`src/rtl/fetch_pkg.sv`:
```
// Shared types and constants for the instruction fetch front end.
// Used by instr_fetch_unit and fetch_fifo.
package fetch_pkg;

    typedef enum logic [1:0] {
        PC_SEQ    = 2'b00,
        PC_BRANCH = 2'b01,
        PC_JALR   = 2'b10,
        PC_RSVD   = 2'b11
    } pcsrc_e;

    typedef enum logic [1:0] {
        BOOT = 2'b00,
        RUN  = 2'b01,
        HALT = 2'b10
    } fetch_state_e;

    localparam logic [31:0] NOP = 32'h0000_0013;

    function automatic logic [31:0] word_align(input logic [31:0] a);
        return {a[31:2], 2'b00};
    endfunction

endpackage

```
`src/rtl/fetch_fifo.sv`:
```
// Synchronous instruction buffer with flush, occupancy count and full/empty.
// Pop and push on a full buffer in the same cycle are both honoured.
module fetch_fifo
    import fetch_pkg::*;
#(
    parameter int DEPTH = 4
) (
    input  logic                     clk,
    input  logic                     n_reset,
    input  logic                     push,
    input  logic                     pop,
    input  logic                     flush,
    input  logic [31:0]              wdata,
    output logic [31:0]              rdata,
    output logic [$clog2(DEPTH):0]   count,
    output logic                     full,
    output logic                     empty
);
    localparam int AW = $clog2(DEPTH);

    logic [31:0]   mem [DEPTH];
    logic [AW-1:0] wr_ptr;
    logic [AW-1:0] rd_ptr;
    logic          do_push;
    logic          do_pop;

    assign full    = (count == (AW+1)'(DEPTH));
    assign empty   = (count == '0);
    assign rdata   = mem[rd_ptr];
    assign do_pop  = pop && !empty && !flush;
    assign do_push = push && (!full || do_pop) && !flush;

    always_ff @(posedge clk) begin
        if (do_push) begin
            mem[wr_ptr] <= wdata;
        end
    end

    always_ff @(posedge clk or negedge n_reset) begin
        if (!n_reset) begin
            wr_ptr <= '0;
            rd_ptr <= '0;
            count  <= '0;
        end else if (flush) begin
            wr_ptr <= '0;
            rd_ptr <= '0;
            count  <= '0;
        end else begin
            if (do_push) begin
                wr_ptr <= wr_ptr + AW'(1);
            end
            if (do_pop) begin
                rd_ptr <= rd_ptr + AW'(1);
            end
            count <= count + (AW+1)'(do_push) - (AW+1)'(do_pop);
        end
    end

endmodule

```
`src/rtl/instr_fetch_unit.sv`:
```
// Fetch front end: owns the PC, prefetches into a buffer, squashes on redirect.
// Build option FETCH_MISALIGN_TRAP_EN traps misaligned redirect targets.
module instr_fetch_unit
    import fetch_pkg::*;
#(
    parameter logic [31:0] RESET_PC   = 32'h0000_0000,
    parameter int          FIFO_DEPTH = 4
) (
    input  logic        clk,
    input  logic        n_reset,
    output logic        imem_req_valid,
    input  logic        imem_req_ready,
    output logic [31:0] imem_addr,
    input  logic        imem_rsp_valid,
    input  logic [31:0] imem_rdata,
    output logic        instr_valid,
    input  logic        instr_ready,
    output logic [31:0] Instr,
    output logic [31:0] PC,
    output logic [31:0] PCPlus4,
    input  logic [1:0]  PCSrc,
    input  logic [31:0] ImmExt,
    input  logic [31:0] ALUResult,
    output logic        fetch_fault
);
    localparam int          CW    = $clog2(FIFO_DEPTH) + 1;
    localparam logic [CW:0] LIMIT = (CW+1)'(FIFO_DEPTH);

    fetch_state_e  state, state_next;
    pcsrc_e        pcsrc;
    logic [31:0]   fetch_pc, head_pc;
    logic [31:0]   raw_target, target, fifo_rdata;
    logic [CW-1:0] outstanding, out_next;
    logic [CW-1:0] discard, disc_next, fifo_count;
    logic [CW:0]   occupancy;
    logic          fifo_full, fifo_empty;
    logic          req_hs, consume, redirect, fault;
    logic          drop_rsp, push;

    assign pcsrc          = pcsrc_e'(PCSrc);
    assign occupancy      = {1'b0, outstanding} + {1'b0, fifo_count};
    assign imem_req_valid = (state == RUN) && (occupancy < LIMIT);
    assign imem_addr      = fetch_pc;
    assign req_hs         = imem_req_valid && imem_req_ready;
    assign instr_valid    = (state == RUN) && !fifo_empty;
    assign Instr          = instr_valid ? fifo_rdata : '0;
    assign PC             = head_pc;
    assign PCPlus4        = head_pc + 32'd4;
    assign consume        = instr_valid && instr_ready;
    assign redirect       = consume &&
                            (pcsrc == PC_BRANCH || pcsrc == PC_JALR);

    always_comb begin
        raw_target = head_pc + 32'd4;
        unique case (1'b1)
            pcsrc == PC_BRANCH: raw_target = head_pc + ImmExt;
            pcsrc == PC_JALR:   raw_target = ALUResult & ~32'h1;
            default: ;
        endcase
    end

`ifdef FETCH_MISALIGN_TRAP_EN
    logic fault_q;

    assign fault       = redirect && (raw_target[1:0] != 2'b00);
    assign target      = raw_target;
    assign fetch_fault = fault_q;

    always_ff @(posedge clk or negedge n_reset) begin
        if (!n_reset) begin
            fault_q <= 1'b0;
        end else if (fault) begin
            fault_q <= 1'b1;
        end
    end
`else
    assign fault       = 1'b0;
    assign target      = word_align(raw_target);
    assign fetch_fault = 1'b0;
`endif

    // Responses owed to squashed requests are counted in discard and dropped.
    assign drop_rsp = imem_rsp_valid && (discard != '0);
    assign push     = imem_rsp_valid && !drop_rsp && !redirect &&
                      (state == RUN) && (!fifo_full || consume);
    assign out_next = outstanding + CW'(req_hs) - CW'(imem_rsp_valid);

    always_comb begin
        disc_next = discard;
        if (redirect) begin
            disc_next = out_next;
        end else if (drop_rsp) begin
            disc_next = discard - CW'(1);
        end
    end

    fetch_fifo #(
        .DEPTH (FIFO_DEPTH)
    ) u_fifo (
        .clk     (clk),
        .n_reset (n_reset),
        .push    (push),
        .pop     (consume),
        .flush   (redirect),
        .wdata   (imem_rdata),
        .rdata   (fifo_rdata),
        .count   (fifo_count),
        .full    (fifo_full),
        .empty   (fifo_empty)
    );

    always_ff @(posedge clk or negedge n_reset) begin
        if (!n_reset) begin
            state <= BOOT;
        end else begin
            state <= state_next;
        end
    end

    always_comb begin
        state_next = state;
        unique case (state)
            BOOT:    state_next = RUN;
            RUN:     if (fault) state_next = HALT;
            HALT:    state_next = HALT;
            default: state_next = BOOT;
        endcase
    end

    always_ff @(posedge clk or negedge n_reset) begin
        if (!n_reset) begin
            outstanding <= '0;
            discard     <= '0;
            fetch_pc    <= RESET_PC;
            head_pc     <= RESET_PC;
        end else begin
            outstanding <= out_next;
            discard     <= disc_next;
            if (redirect) begin
                fetch_pc <= target;
                head_pc  <= target;
            end else begin
                if (req_hs) begin
                    fetch_pc <= fetch_pc + 32'd4;
                end
                if (consume) begin
                    head_pc <= head_pc + 32'd4;
                end
            end
        end
    end

endmodule

```
`config.mk`:
```
export PLATFORM = sky130hd
export DESIGN_NAME = instr_fetch_unit
export DESIGN_NICKNAME = d
export VERILOG_FILES = /design/src/rtl/fetch_pkg.sv /design/src/rtl/fetch_fifo.sv /design/src/rtl/instr_fetch_unit.sv
export SDC_FILE = /design/constraint.sdc
export NUM_CORES = 1
export LEC_CHECK = 0
export CAP_MARGIN = 10
export CORE_MARGIN = 8
export CORE_UTILIZATION = 45
export DETAILED_ROUTE_END_ITERATION = 6
export PLACE_DENSITY = 0.75
export SYNTH_ARGS = -nofsm -noshare
export SYNTH_HDL_FRONTEND = slang
export SYNTH_SLANG_ARGS = --single-unit
```
`constraint.sdc`:
```
create_clock -name clk -period 2.7 [get_ports clk]
set_input_delay 0.54 -clock clk [delete_from_list [all_inputs] [get_ports clk]]
set_output_delay 0.54 -clock clk [all_outputs]
set_load 0.005 [all_outputs]
```
**Sequential cells colored by netlist name**

(3 px per µm) Other sequential cells in the stronger gray, the rest of the logic in the fainter gray.
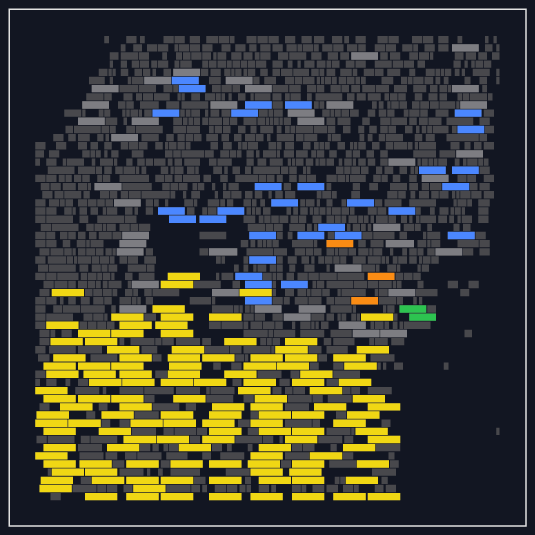
u_fifo.mem -> yellow  # sequential cells 128
imem_addr -> blue  # sequential cells 30
state -> green  # sequential cells 2
outstanding -> orange  # sequential cells 3

**Zoomed window**

Window x 66 to 106, y 100 to 140 µm. Cells in gray, sequential cells in the stronger gray; small squares are vias.
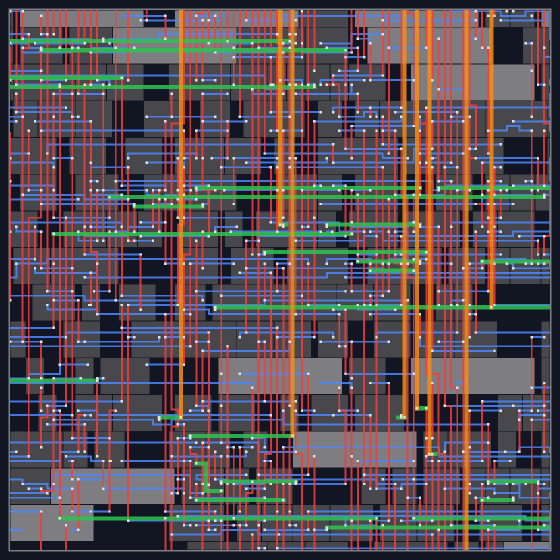
M2 -> red
M3 -> green
M1 -> blue
M4 -> orange
sequential cells in the window = 8
cells with their middle in the window = 138
netlist names of flops here include = imem_addr (6), PC (2)
most frequent = buf_4 (30), a21oi_1 (10), nand2_1 (9)

==> out/metrics.cfg <==
[floorplan]
fp.dieH_um=172
rows=57
fp_util_pct=45.4
die_w_um=172

[synth]
yosysUniqueCellTypes=66
synth_xor_xnor_area_share_pct=6.74
synth_area_leader_cell=edfxtp_1
ys_top_logic_family=AND-OR/OR-AND gates
ys_cells=924
synthArstFlopShare_pct=36.9
ff_type=edfxtp_1
synthAoiAreaFrac_pct=13.3
edf_count=128
ys_ff=203
postSynthAreaPerCell_um2=11.8

[layout]
comb_share_pct=33.5
buf_share_pct=24.5
largest-register=u_fifo.mem
fin_util_pct=69.2
syn2layout_area_growth_pct=52.4
num-fill-cells=1694
ff_count=203
drive_above_1_share_pct=34.8
inverters=33
final.clkbuf_count=30
comb_cells=644
logic_area_um2=5570
area_share_clock_buf_inv_pct=4.50
antenna-diode-count=0

[power]
comb-power_mw=10.4
p_sw_mw=6.59
p_total_mw=18.0
p_leak_nw=6.78
pwr-share-seq_pct=25.4
cellPowerDensity_nw_per_um2=1080
peakVddDrop_mv=0.785
combPwrFrac_pct=57.6

[clock_tree]
cts_buffers=24
cts_sinks=203
clockBufferDepth=3
htreeDepth=1
cts-root-buf=clkbuf_16

[global_route]
grt_pass1_vias=9574
met3_usage_pct=4.22
grt_use_met1_pct=31.6
globalRouteMet2Util_pct=39.4
grt_use_total_pct=24.1
grt_max_degree=47
grt_overflow=0
antenna_found_initial=1

[worst_setup_path]
worst_path_max_delay_cell=dfrtp_1
cp.required_ps=2160
r2r-start=PC[2]
cp.depth=11
path_cells=buf_6 -> and3_4 -> and3_4 -> and3_4 -> inv_2 -> nor2_4 -> buf_6 -> buf_6 -> nand4_1 -> xnor2_1 -> buf_2
crit_end=PCPlus4[29]
cp-startpoint=PC[2]
setup.worst_path.end_class=output port
arrival_ps=2460
cpPeakStageDelay_ps=420
cp_top_family=simple AND/OR/NAND/NOR gates

[placed_design]
placed_area_um2=14900
dpl.hpwl_um=25100
place_congestion=0.932
io_buffers=222

[timing]
fin_ws_ps=-301
setup_violations=46
hold_viol=0
max_freq_ghz=0.333
finalSetupTns_ps=-5900
timing.final.crit_share_pct=111
worstMarginPinSlew_ps=588

[outcome]
outcome=complete, but fails checks
violations=negative setup slack

[drt]
drt-met1-wl_um=15000
dr_wl_met2_um=18000
first_pass_iters=5
vias=9447
drc=0
drt_iter0_markers=808
highest_layer=met5
wl_um=36900

[run]
warnings=36

No activity file was given, so power comes from the tool's default toggle rates.
